$ cat config.mk
export PLATFORM = sky130hd
export DESIGN_NAME = moore_seq_ctrl
export DESIGN_NICKNAME = d
export VERILOG_FILES = /design/src/rtl/moore_seq_pkg.sv /design/src/rtl/moore_seq_ctrl.sv
export SDC_FILE = /design/constraint.sdc
export NUM_CORES = 1
export LEC_CHECK = 0
export CAP_MARGIN = 10
export CORE_MARGIN = 4
export CORE_UTILIZATION = 50
export DETAILED_ROUTE_END_ITERATION = 10
export HOLD_SLACK_MARGIN = 0.06
export PLACE_DENSITY = 0.79
export SLEW_MARGIN = 20
export SYNTH_ARGS = -nofsm -noshare
export SYNTH_HDL_FRONTEND = slang
export SYNTH_SLANG_ARGS = --single-unit
$ cat constraint.sdc
create_clock -name clk -period 2.5 [get_ports clk]
set_input_delay 0.25 -clock clk [delete_from_list [all_inputs] [get_ports clk]]
set_output_delay 0.25 -clock clk [all_outputs]
set_load 0.005 [all_outputs]
$ cat src/rtl/moore_seq_pkg.sv
// Shared definitions for the Moore FSM sequencing controller.
//   ctrl_state_t   : controller state encoding
//   MAX_STEPS      : most steps a single run can execute
//   NUM_FSM_STATES : legal states of the external Moore FSM (0..NUM_FSM_STATES-1)
//   SYM_W          : width of one input symbol
//   clamp_steps()  : limits a requested step count to MAX_STEPS
//   sym_sel()      : picks symbol i out of the packed symbol word
package moore_seq_pkg;

    typedef enum logic [2:0] {
        ST_IDLE   = 3'd0,
        ST_LOAD   = 3'd1,
        ST_STEP   = 3'd2,
        ST_SAMPLE = 3'd3,
        ST_DONE   = 3'd4
    } ctrl_state_t;

    localparam int MAX_STEPS      = 8;
    localparam int NUM_FSM_STATES = 5;
    localparam int SYM_W          = 2;

    function automatic logic [3:0] clamp_steps(input logic [3:0] n);
        return (n > 4'(MAX_STEPS)) ? 4'(MAX_STEPS) : n;
    endfunction

    // Symbol i sits at bits [2i+1:2i]; the concatenation is i*SYM_W for SYM_W=2.
    function automatic logic [SYM_W-1:0] sym_sel(input logic [15:0] d, input logic [2:0] i);
        return d[{i, 1'b0} +: SYM_W];
    endfunction

endpackage

$ cat src/rtl/moore_seq_ctrl.sv
// Sequencing controller that drives an external 5-state Moore FSM through a
// run: load a start state, then apply up to eight 2-bit symbols one at a time,
// capturing the FSM output after each step.
//
// Ports
//   clk, reset                : clock (rising edge), async active-high reset
//   start, abort              : run request (IDLE only) / cancel run
//   start_state, num_steps    : FSM start state, steps to run (clamped to 8)
//   sym_data                  : eight packed 2-bit symbols
//   busy, done, err           : status; done is a one-cycle pulse, err valid with done
//   out_bits, final_state     : captured FSM outputs per step, FSM state at completion
//   fsm_load, fsm_state_in    : FSM load strobe and the state it loads
//   fsm_step, fsm_sw          : FSM advance strobe and the symbol it consumes
//   fsm_state, fsm_out        : FSM current state and registered output
//
// state  | meaning
// IDLE   | waiting for start
// LOAD   | fsm_load high, FSM takes fsm_state_in
// STEP   | fsm_step high, FSM consumes fsm_sw
// SAMPLE | capture fsm_out, check FSM state legality, pick next step
// DONE   | done pulse, snapshot fsm_state into final_state
module moore_seq_ctrl
    import moore_seq_pkg::*;
(
    input  logic        clk,
    input  logic        reset,
    input  logic        start,
    input  logic        abort,
    input  logic [2:0]  start_state,
    input  logic [3:0]  num_steps,
    input  logic [15:0] sym_data,
    output logic        busy,
    output logic        done,
    output logic        err,
    output logic [7:0]  out_bits,
    output logic [2:0]  final_state,
    output logic        fsm_load,
    output logic [2:0]  fsm_state_in,
    output logic [1:0]  fsm_sw,
    output logic        fsm_step,
    input  logic [2:0]  fsm_state,
    input  logic        fsm_out
);

    ctrl_state_t state;
    logic [3:0]  idx;
    logic [3:0]  steps_q;
    logic [15:0] sym_q;

    // Every output is a register updated together with the state transition,
    // so each strobe is high exactly for the cycle its state occupies.
    always_ff @(posedge clk or posedge reset) begin
        if (reset) begin
            state        <= ST_IDLE;
            idx          <= '0;
            steps_q      <= '0;
            sym_q        <= '0;
            busy         <= 1'b0;
            done         <= 1'b0;
            err          <= 1'b0;
            out_bits     <= '0;
            final_state  <= '0;
            fsm_load     <= 1'b0;
            fsm_state_in <= '0;
            fsm_sw       <= '0;
            fsm_step     <= 1'b0;
        end else if (state == ST_IDLE) begin
            // abort wins over a simultaneous start
            if (start && !abort) begin
                fsm_state_in <= start_state;
                steps_q      <= clamp_steps(num_steps);
                sym_q        <= sym_data;
                out_bits     <= '0;
                err          <= 1'b0;
                idx          <= '0;
                fsm_load     <= 1'b1;
                busy         <= 1'b1;
                state        <= ST_LOAD;
            end
        end else if (abort) begin
            // results of earlier runs and partial captures are left untouched
            fsm_load <= 1'b0;
            fsm_step <= 1'b0;
            done     <= 1'b0;
            busy     <= 1'b0;
            state    <= ST_IDLE;
        end else begin
            case (state)
                ST_LOAD: begin
                    fsm_load <= 1'b0;
                    if (steps_q == 4'd0) begin
                        done  <= 1'b1;
                        state <= ST_DONE;
                    end else begin
                        fsm_sw   <= sym_sel(sym_q, 3'd0);
                        fsm_step <= 1'b1;
                        state    <= ST_STEP;
                    end
                end
                ST_STEP: begin
                    fsm_step <= 1'b0;
                    state    <= ST_SAMPLE;
                end
                ST_SAMPLE: begin
                    out_bits[idx[2:0]] <= fsm_out;
                    idx                <= idx + 4'd1;
                    if (fsm_state >= 3'(NUM_FSM_STATES)) begin
                        err   <= 1'b1;
                        done  <= 1'b1;
                        state <= ST_DONE;
                    end else if ((idx + 4'd1) == steps_q) begin
                        done  <= 1'b1;
                        state <= ST_DONE;
                    end else begin
                        // idx+1 < steps_q <= 8, so the 3-bit index cannot wrap here
                        fsm_sw   <= sym_sel(sym_q, idx[2:0] + 3'd1);
                        fsm_step <= 1'b1;
                        state    <= ST_STEP;
                    end
                end
                ST_DONE: begin
                    // start is not looked at here; only IDLE accepts a run
                    final_state <= fsm_state;
                    done        <= 1'b0;
                    busy        <= 1'b0;
                    state       <= ST_IDLE;
                end
                default: begin
                    fsm_load <= 1'b0;
                    fsm_step <= 1'b0;
                    done     <= 1'b0;
                    busy     <= 1'b0;
                    state    <= ST_IDLE;
                end
            endcase
        end
    end

endmodule

==> run_results.csv <==
group,metric,value,unit
final_timing,rsz0062_at_grt,"no",
final_timing,whs,0.405,ns
worst_setup_path,rrSetupSlack,0.33,ns
logic_synthesis,synth_nets,235,
clock_network,cts_resized,0,
cells_and_area,drive_gt1_share,19.2,%
worst_setup_path,path_max_fanout,8,
die,core_area,4410,µm²
clock_network,cts_num_sinks,48,
place,place_congestion,0.808,
cells_and_area,nets,286,
worst_setup_path,start_kind,"flop",
final_timing,max_freq,0.461,GHz
hold_path,hp-class,"primary input to async pin",
die,fp_util,52.4,%
final_timing,clock_skew,0.00714,ns
final_timing,tns,0,ns
worst_setup_path,endpoint_kind,"flop",
cells_and_area,area_growth_syn_to_layout,28.1,%
final_timing,setup_violations,0,
flow_run,log.warning_count,26,
power,peakVddDrop,0.361,mV
routing,vias,1684,
worst_setup_path,cp_cell_sequence,"ha_1, xor2_1, xor2_1, nor3_1, nor3_2, mux2_1",
status,status,"finished clean",
routing,wire_per_inst,15.2,µm
clock_network,path_clk_slew,0.09,ns
cells_and_area,final_util,67.1,%
die,num_rows,24,
worst_setup_path,crit_type,"flop to flop",
worst_setup_path,arrival,2.36,ns
clock_network,cts_hold_buf,0,
routing,ant_nets,0,
power,clkPwrFrac,23.0,%
logic_synthesis,synth_warnings,0,
place,portBuffers,51,
final_timing,slew-limit-headroom,60.1,%
routing,firstDrtPassIters,4,
sequential cells by signal, indices dropped and copies added (netlist names):
| register | cells |
|---|---|
| out_bits | 8 |
| err | 1 |
| fsm_state_in | 3 |
| done | 1 |
| sym_q | 16 |
| fsm_sw | 2 |
| final_state | 3 |
| busy | 1 |
| steps_q | 4 |
| state | 3 |
| idx | 4 |
| fsm_load | 1 |
| fsm_step | 1 |
worst max-delay path, delay by kind of cell (launching register included):
| family | cells | cell delay (ns) |
|---|---|---|
| flip-flops | 1 | 0.48 |
| AND/OR/NAND/NOR | 2 | 0.54 |
| adder cells (fa/ha/maj) | 1 | 0.25 |
| XOR/XNOR | 2 | 0.46 |
| multiplexers | 1 | 0.33 |
power by group through the flow:
stage	combinational, mW	sequential (mW)	clock, mW
final	0.579	1.05	0.486
after CTS	0.589	1.05	0.499
after detailed placement	0.589	1.06	0
after global routing	0.635	1.07	0.525
after floorplan	0.351	1.03	0
after global placement	0.575	1.06	0
metal layers:
layer	up-vias	global-route usage [%]	share of wire, %
met3	5	2.84	3.5
met4	0	6.41	1.4
met2	36	26.7	51
li1	819	-	-
met1	824	21.4	44
met5	-	0	0
cell usage after synthesis (2+ instances only):
| cell type | number | share of area [%] |
|---|---|---|
| nor2_1 | 13 | 2.1 |
| xor2_1 | 4 | 1.5 |
| nand2b_1 | 6 | 1.6 |
| a22oi_1 | 3 | 0.97 |
| o21ai_0 | 18 | 3.9 |
| clkbuf_1 | 4 | 0.65 |
| mux2i_1 | 4 | 1.7 |
| dfrtp_1 | 48 | 52 |
| mux2_1 | 2 | 0.97 |
| nand2_1 | 21 | 3.4 |
| buf_2 | 7 | 1.5 |
| mux2_2 | 23 | 11 |
| xnor2_1 | 2 | 0.76 |
| nor3_1 | 4 | 0.87 |
| mux4_2 | 4 | 3.9 |
| inv_1 | 4 | 0.65 |
| a21oi_1 | 4 | 0.87 |
| nand3_1 | 7 | 1.5 |
cell type report:
class / count / area (µm²)
clock buffer: 6 / 82.6
clock inverter: 2 / 15.0
fill: 359 / 1450
inverter: 4 / 15.0
multi-input combinational: 138 / 1030
sequential: 48 / 1200
tap: 52 / 65.1
timing repair buffer: 57 / 556
how the worst max path moves through the flow:
stage | to | slack (ns) | depth (start not counted)
2_1_floorplan | fsm_sw[0]$_DFFE_PP0P_ | 0.50 | 6
3_3_place_gp | fsm_sw[1]$_DFFE_PP0P_ | 0.37 | 6
3_5_place_dp | fsm_sw[1]$_DFFE_PP0P_ | 0.30 | 6
4_1_cts | fsm_sw[1]$_DFFE_PP0P_ | 0.30 | 6
5_1_grt | fsm_sw[0]$_DFFE_PP0P_ | 0.15 | 6
6_report | fsm_sw[1]$_DFFE_PP0P_ | 0.33 | 6
logic make-up (layout without fill, tap and decap cells):
family          count (synthesis)  count (layout)  synth area share, %
compound gates                 32              32                 8.77
xor+xnor                        6               6                 2.27
fa+ha+maj                       1               1                0.541
buf+inv                        17              69                 3.63
flops                          48              48                 51.9
mux                            33              33                 17.8
simple gates                   66              66                 15.0
clocks.png
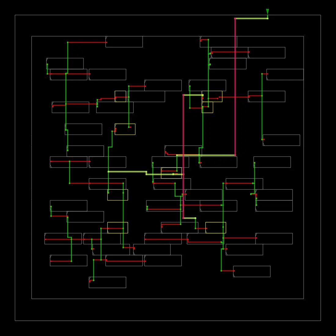
clk latency late pin: 0.30 ns
TritonCTS Buffers: 5
clock buffers: 6

placement_by_type.png
(4 px per µm) Fill, decap, tap and diode cells in grey.
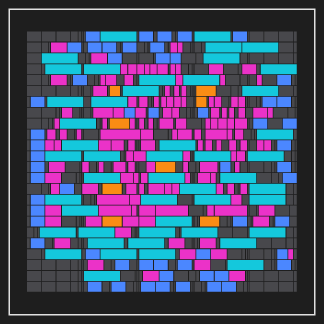
- orange: clock drivers and dummy loads (cells 8; share of their area 3.4%)
- magenta: combinational and other logic (cells 142; share of their area 36%)
- blue: other buffers and delay cells (cells 57; share of their area 19%)
- cyan: flops (cells 48; share of their area 41%)

clk_routes.png
(8 px per µm)
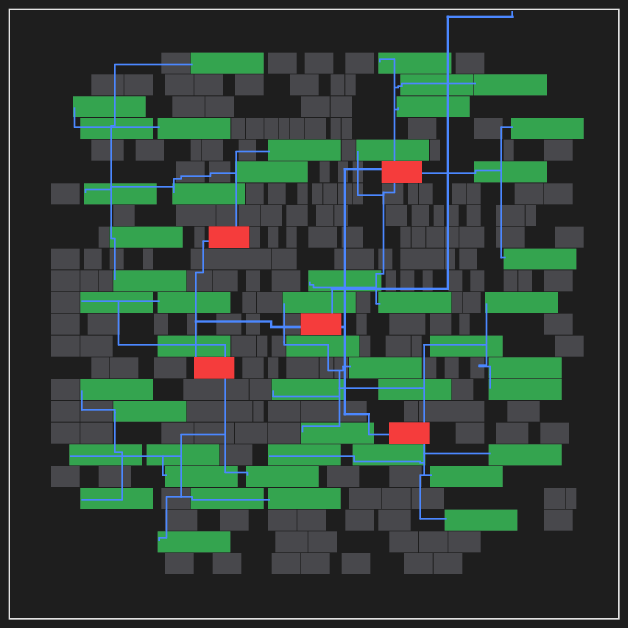
- green: flip-flops (count 48)
- blue: clock wires (length 576 µm)
- red: clock drivers (count 5)
- flops lie: spread over the die
- routed clock nets: 6

io_placement.png
(4 px per µm) Pins as bars across the die edge, other pins in grey.
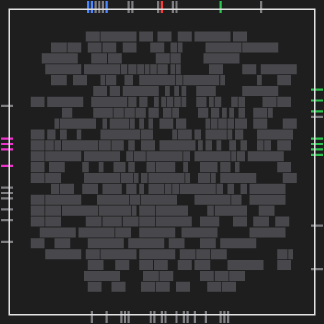
- red: fsm_step (pins 1; direction output; edge top)
- blue: final_state (pins 3; direction output; edge top)
- magenta: num_steps (pins 4; direction input; edge left)
- green: out_bits (pins 8; direction output; edge 7 right, 1 top)
- all pins by edge: 17 bottom, 14 top, 11 left, 10 right

No activity file was given, so power comes from the tool's default toggle rates.
